<file path="src/rtl/fp_event_queue.sv">
// Front-panel encoder event FIFO with sticky overflow, saturating signed detent
// counter and a level interrupt while events are pending.
module fp_event_queue #(
    parameter int DEPTH = 8,
    parameter int CNT_W = 8
) (
    input  logic             clk,
    input  logic             reset,
    input  logic             enc_state_change_stb,
    input  logic             click,
    input  logic             clockwise,
    input  logic             switch,
    input  logic             rd_stb,
    input  logic             count_clr,
    output logic [7:0]       event_reg,
    output logic [CNT_W-1:0] detent_count,
    output logic             irq
);
    localparam int AW = $clog2(DEPTH);
    localparam int PW = AW + 1;

    logic [2:0]        r_mem [DEPTH];
    logic [PW-1:0]     r_wr_ptr;
    logic [PW-1:0]     r_rd_ptr;
    logic [PW-1:0]     r_count;
    logic              r_ovf;
    logic [7:0]        r_event;
    logic              r_irq;
    logic [CNT_W-1:0]  r_detent;

    logic              w_full;
    logic              w_empty;
    logic              w_push;
    logic              w_pop;
    logic              w_drop;
    logic              w_step;
    logic [2:0]        w_head;
    logic [2:0]        w_pending;
    logic [CNT_W-1:0]  w_det_max;
    logic [CNT_W-1:0]  w_det_min;

    assign w_full  = (r_count == PW'(DEPTH));
    assign w_empty = (r_count == '0);
    assign w_pop   = rd_stb && !w_empty;
    // A full FIFO still accepts when the same cycle frees a slot.
    assign w_push  = enc_state_change_stb && (!w_full || rd_stb);
    assign w_drop  = enc_state_change_stb && w_full && !rd_stb;
    assign w_step  = enc_state_change_stb && click;

    assign w_head    = r_mem[r_rd_ptr[AW-1:0]];
    assign w_pending = (32'(r_count) >= 32'd8) ? 3'd7 : 3'(32'(r_count) - 32'd1);
    assign w_det_max = {1'b0, {(CNT_W-1){1'b1}}};
    assign w_det_min = {1'b1, {(CNT_W-1){1'b0}}};

    // Entry storage has no reset; contents are only observed behind valid pointers.
    always_ff @(posedge clk) begin
        if (w_push) begin
            r_mem[r_wr_ptr[AW-1:0]] <= {switch, clockwise, click};
        end
    end

    always_ff @(posedge clk or posedge reset) begin
        if (reset) begin
            r_wr_ptr <= '0;
            r_rd_ptr <= '0;
            r_count  <= '0;
            r_ovf    <= 1'b0;
        end else begin
            if (w_push) begin
                r_wr_ptr <= r_wr_ptr + 1'b1;
            end
            if (w_pop) begin
                r_rd_ptr <= r_rd_ptr + 1'b1;
            end
            case ({w_push, w_pop})
                2'b10:   r_count <= r_count + 1'b1;
                2'b01:   r_count <= r_count - 1'b1;
                default: r_count <= r_count;
            endcase
            if (w_drop) begin
                r_ovf <= 1'b1;
            end else if (rd_stb) begin
                r_ovf <= 1'b0;
            end
        end
    end

    // Presentation stage: snapshot of the queue state as of the previous edge.
    always_ff @(posedge clk or posedge reset) begin
        if (reset) begin
            r_event <= 8'h00;
            r_irq   <= 1'b0;
        end else begin
            r_irq <= !w_empty;
            if (w_empty) begin
                r_event <= {3'b000, r_ovf, 4'b0000};
            end else begin
                r_event <= {w_pending, r_ovf, 1'b1, w_head};
            end
        end
    end

    always_ff @(posedge clk or posedge reset) begin
        if (reset) begin
            r_detent <= '0;
        end else if (count_clr) begin
            r_detent <= '0;
        end else if (w_step) begin
            if (clockwise && (r_detent != w_det_max)) begin
                r_detent <= r_detent + 1'b1;
            end else if (!clockwise && (r_detent != w_det_min)) begin
                r_detent <= r_detent - 1'b1;
            end
        end
    end

    assign event_reg    = r_event;
    assign irq          = r_irq;
    assign detent_count = r_detent;
endmodule

</file>
<file path="config.mk">
export PLATFORM = sky130hd
export DESIGN_NAME = fp_event_queue
export DESIGN_NICKNAME = d
export VERILOG_FILES = /design/src/rtl/fp_event_queue.sv
export SDC_FILE = /design/constraint.sdc
export NUM_CORES = 1
export LEC_CHECK = 0
export CAP_MARGIN = 20
export CORE_MARGIN = 2
export CORE_UTILIZATION = 55
export CTS_CLUSTER_SIZE = 20
export DETAILED_ROUTE_END_ITERATION = 7
export DONT_BUFFER_PORTS = 1
export GPL_TIMING_DRIVEN = 0
export HOLD_SLACK_MARGIN = 0.08
export PLACE_DENSITY = 0.7
export SYNTH_ARGS = -nofsm -noshare
export SYNTH_HDL_FRONTEND = slang
export SYNTH_SLANG_ARGS = --single-unit
</file>
<file path="constraint.sdc">
create_clock -name clk -period 4.77 [get_ports clk]
set_input_delay 0.7155 -clock clk [delete_from_list [all_inputs] [get_ports clk]]
set_output_delay 0.7155 -clock clk [all_outputs]
set_load 0.01 [all_outputs]
</file>
==> results.json, run 1 <==
{
  "status": "completed",
  "synth_area_leader_cell": "edfxtp_1",
  "common_cells": "dfrtp_1 (27), edfxtp_1 (24), nand2_1 (16), nor2_1 (16), ha_1 (13)",
  "holdBufCountCts": 0,
  "timing.rr.end": "r_count[3]$_DFFE_PP0P_",
  "dpl.cell_count": 248,
  "cts.repair.resized": 0,
  "lay_top_count": "dfrtp_1",
  "total_power_mw": 1.34,
  "wl_per_cell_um": 16.1,
  "hold_viol": 0,
  "syn_area_sq_mm": 0.00252,
  "p_per_area_mw_per_mm2": 500,
  "grt_pass1_wl_um": 6850,
  "drive_gt1_share_pct": 14.2,
  "largest_register_ffs": 24,
  "grt-ovfl-total": 0,
  "endpoint_kind": "flip-flop",
  "chip_area_sq_mm": 0.00514,
  "antenna_found_initial": 0,
  "ys_cells": 196,
  "pg_clk_mw": 0.241,
  "cp-startpoint": "r_count[0]$_DFFE_PP0P_",
  "rsz0062_at_grt": "no",
  "xor_share_pct": 3.82,
  "grt_max_degree": 28,
  "p_int_mw": 0.892,
  "top_logic_kind": "simple AND/OR/NAND/NOR gates",
  "ctsRootBufferMaster": "clkbuf_8",
  "synth_top_area_share_pct": 28.6,
  "setup_ws_ns": 1.89,
  "cts_max_path_buffers": 2,
  "clock.fmax_mhz": 347,
  "grt.total_usage_pct": 17.5,
  "postLayoutCellArea_sq_mm": 0.00267,
  "worstReg2RegStart": "r_count[0]$_DFFE_PP0P_",
  "startpoint_type": "flip-flop",
  "postLayoutCoreUtil_pct": 61.0,
  "seqCellArea_sq_mm": 0.00140,
  "critPathMaxFanout": 7,
  "fa_ha_area_share_pct": 8.04,
  "hold_depth": 0,
  "numCtsBuffers": 5,
  "fp_util_pct": 57.5,
  "critPathRequiredTime_ns": 4.95,
  "simple_gate_share_pct": 11.9,
  "peakVddDrop_v": 0.000231,
  "whs_endpoint": "event_reg[4]$_DFF_PP0_",
  "area_delta_synth_final_pct": 6.05,
  "combGateArea_sq_mm": 0.00104,
  "ys.flops": 51,
  "synth_chip_area_sq_mm": 0.00252,
  "postSynthSeqShare_pct": 55.4,
  "num_rows": 24,
  "final_cell_mix": "dfrtp_1 (27), edfxtp_1 (24), nand2_1 (16), nor2_1 (16), ha_1 (13)",
  "edf_count": 24,
  "cp-endpoint": "r_count[3]$_DFFE_PP0P_",
  "p_seq_mw": 0.665,
  "power.group.top": "registers",
  "yosysMostFrequentCell": "dfrtp_1",
  "dp_hpwl_um": 3080,
  "htreeDepth": 2,
  "place_congestion": 0.830,
  "drt_iter0_markers": 57
}
==> run 1: cell type report <==
type	instances	share of cell area, %
plain buffers	7	1.73
clock buffers	5	2.57
clock inverters	3	0.702
inverters	10	1.40
multi-input cells	128	38.9
flip-flops and latches	51	52.2
well taps	52	2.43
==> run 1: critical path: stages (launching register included) <==
cell and delay, ns:
dfrtp_1 0.42, inv_1 0.11, ha_1 0.22, nor2b_4 0.14
nand2_1 0.07, o21a_1 0.23, clkinv_1 0.27, ha_1 0.33
ha_1 0.28, a21o_1 0.15, a21oi_1 0.17, xnor2_1 0.15
nor2_1 0.07, xor2_1 0.14
==> run 1: layer usage <==
metal	vias to the layer above	wire length, um	track usage (%)
met2	31	2010	29.2
met4	0	39	3.77
met3	6	175	4.50
li1	715	-	-
met5	-	0	0
met1	746	1890	23.4
Run 1, signal wires on met1:
Scale bar: 20 um. Cells faint in the background.
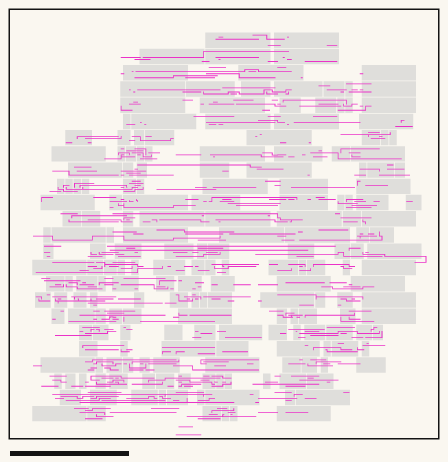
wire length on this layer	1,890 um
longest straight run	38.2 um
main direction	horizontal
share of all routed wire	46%
nets with wire on the layer	206
routed via count: 1,498
GR Util met1: 23.4%

Run 1, signal wires on met2:
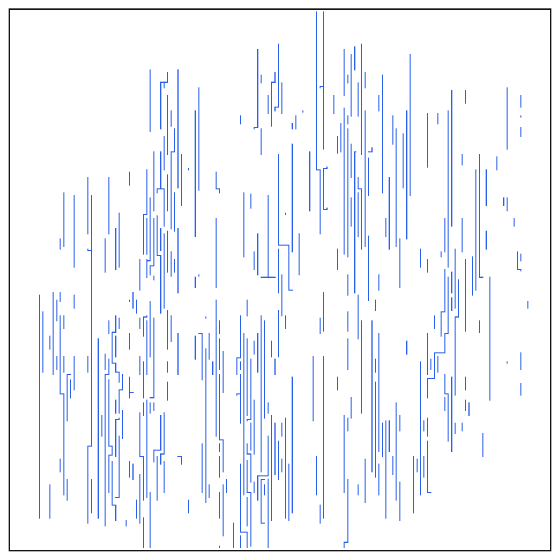
main direction	vertical
share of all routed wire	49%
wire length on this layer	2,010 um
longest straight run	33.3 um
met2 Usage GRT: 29.2%
final wirelength: 4120 um

Run 1, metal 3:
Scale bar: 20 um.
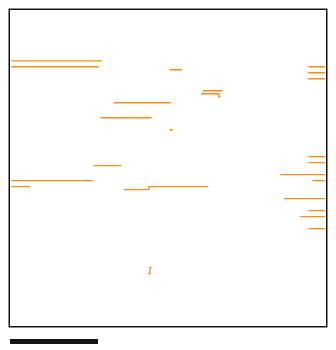
longest straight run	20.2 um
nets with wire on the layer	20
wire length on this layer	176 um
main direction	horizontal
share of all routed wire	4.3%
GR Util met3: 4.50%

Run 1, clock wiring as the flow saved it:
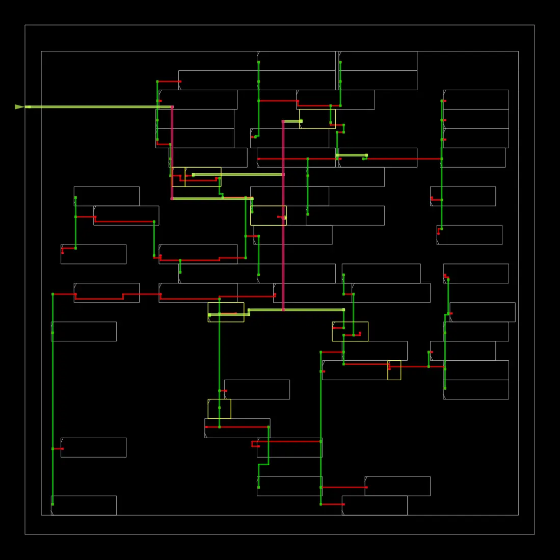

==> run 2, diff against run 1 <==
PLACE_DENSITY = 0.73   (was 0.7)
clock period = 2.4 ns   (was 4.77 ns; I/O delays follow)
Run 2, clock wiring as the flow saved it:
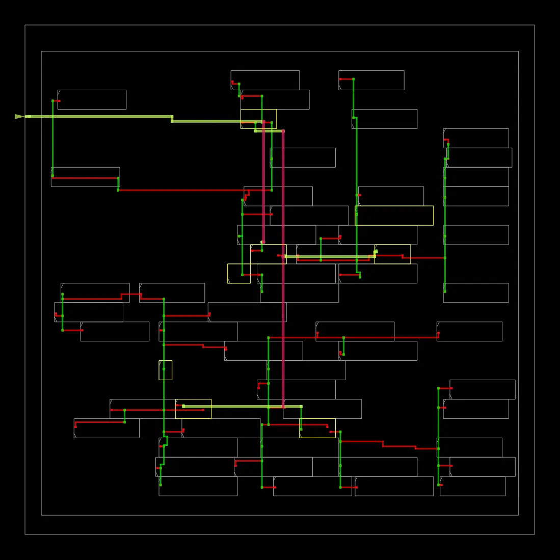
CTS sink count: 51
flip-flops: 51
skew final: 0.00857 ns
Power Clock: 0.588 mW

Run 2, signal wires on met1:
Scale bar: 20 um. Cells faint in the background.
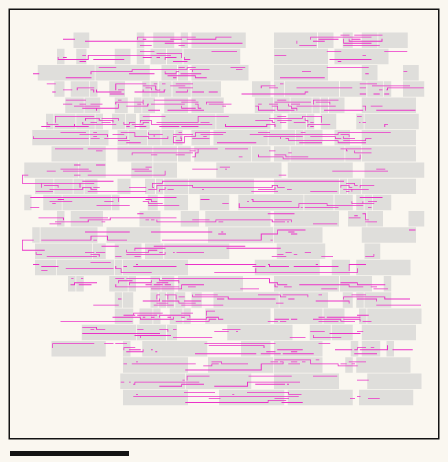
share of all routed wire	44%
wire length on this layer	1,970 um
longest straight run	30.4 um
nets with wire on the layer	218
main direction	horizontal
GR Util met1: 23.0%
routed via count: 1,526

Run 2, cell sizes after repair:
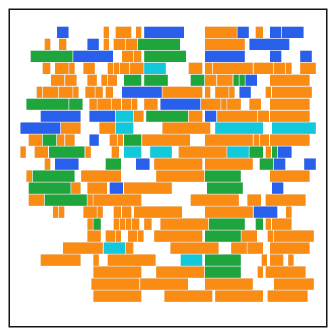
size	color	cells	share	most used
x6 and larger	cyan	10	4.6%	clkbuf_8
x2	green	29	13%	dfrtp_2
x1 and smaller	orange	151	69%	edfxtp_1
x3 and x4	blue	28	13%	buf_4
Signal buffers: 21
post-layout instance area: 0.00297 sq mm

==> run 2 against run 1 <==
Compared with the run above: routed wire length up 7.5%; sequential share of layout area down 4.9 points; hold slack worse by 0.26 ns; highest routed layer unchanged; critical path type unchanged; clock-buffer cell count unchanged; cell count up 5.5%; setup slack worse by 1.9 ns; area after synthesis unchanged.
==> results.json, run 2 <==
{
  "cts.repair.resized": 7,
  "rsz0062_at_grt": "yes",
  "drt_iter0_markers": 70,
  "status": "completed",
  "largest_register_ffs": 24,
  "xor_share_pct": 3.82,
  "hold_viol": 0,
  "fa_ha_area_share_pct": 8.04,
  "p_per_area_mw_per_mm2": 997,
  "yosysMostFrequentCell": "dfrtp_1",
  "ys.flops": 51,
  "syn_area_sq_mm": 0.00252,
  "crit_path_max_incr_delay_ns": 0.46,
  "worst-path-buf-inv": 1,
  "dp_hpwl_um": 3200,
  "area_delta_synth_final_pct": 17.9,
  "slowest_stage": "dfrtp_2",
  "edf_count": 24,
  "cp-endpoint": "detent_count[7]$_DFFE_PP0P_",
  "wirelength_met1_um": 1970,
  "postSynthSeqShare_pct": 55.4,
  "startpoint_type": "flip-flop",
  "use_met2_pct": 31.2,
  "num_rows": 24,
  "holdBufCountCts": 0,
  "common_cells": "dfrtp_1 (27), edfxtp_1 (24), nand2_1 (16), nor2_1 (16), ha_1 (13)",
  "final_cell_mix": "edfxtp_1 (24), dfrtp_1 (19), nand2_1 (16), nor2_1 (16), buf_4 (12)",
  "grt_pass1_wl_um": 7090,
  "postLayoutCoreUtil_pct": 67.8,
  "hold_depth": 1,
  "antenna_found_initial": 0,
  "ctsRootBufferMaster": "clkbuf_8",
  "ys_cells": 196,
  "grt.total_usage_pct": 18.2,
  "fp_util_pct": 57.5,
  "topRoutingLayerUsed": "met4",
  "simple_gate_share_pct": 11.9,
  "place_congestion": 0.810,
  "grt-ovfl-total": 0,
  "cts_max_path_buffers": 2,
  "wl_per_cell_um": 16.4,
  "grt_util_met3_pct": 4.50,
  "chip_area_sq_mm": 0.00514,
  "whs_endpoint": "r_ovf$_DFFE_PP0P_"
}
run 2: cell counts after synthesis:
No cell type changed its count.
run 2: layout make-up:
cell class                 instances  area (sq um)
buffer                             6          35.0
clock buffer                       5          68.8
clock inverter                     3          43.8
fill                             304          1410
inverter                          10          45.0
multi-input combinational        128          1160
sequential                        51          1410
tap                               52          65.1
timing repair buffer              15           143
run 2: through the flow:
step,hold slack (ns),std cells,setup TNS [ns],area (sq um),total power [mW]
finish,0.128,270,0,2970,2.96
global route,0.125,270,-0.212,2970,3.15
CTS,0.110,262,-0.0311,2830,2.91
detailed placement,0.372,248,-0.456,2630,2.27
global placement,0.362,248,-0.360,2630,2.20
floorplan,0.354,196,0,2560,2.08
Power and IR drop assume default switching activity.
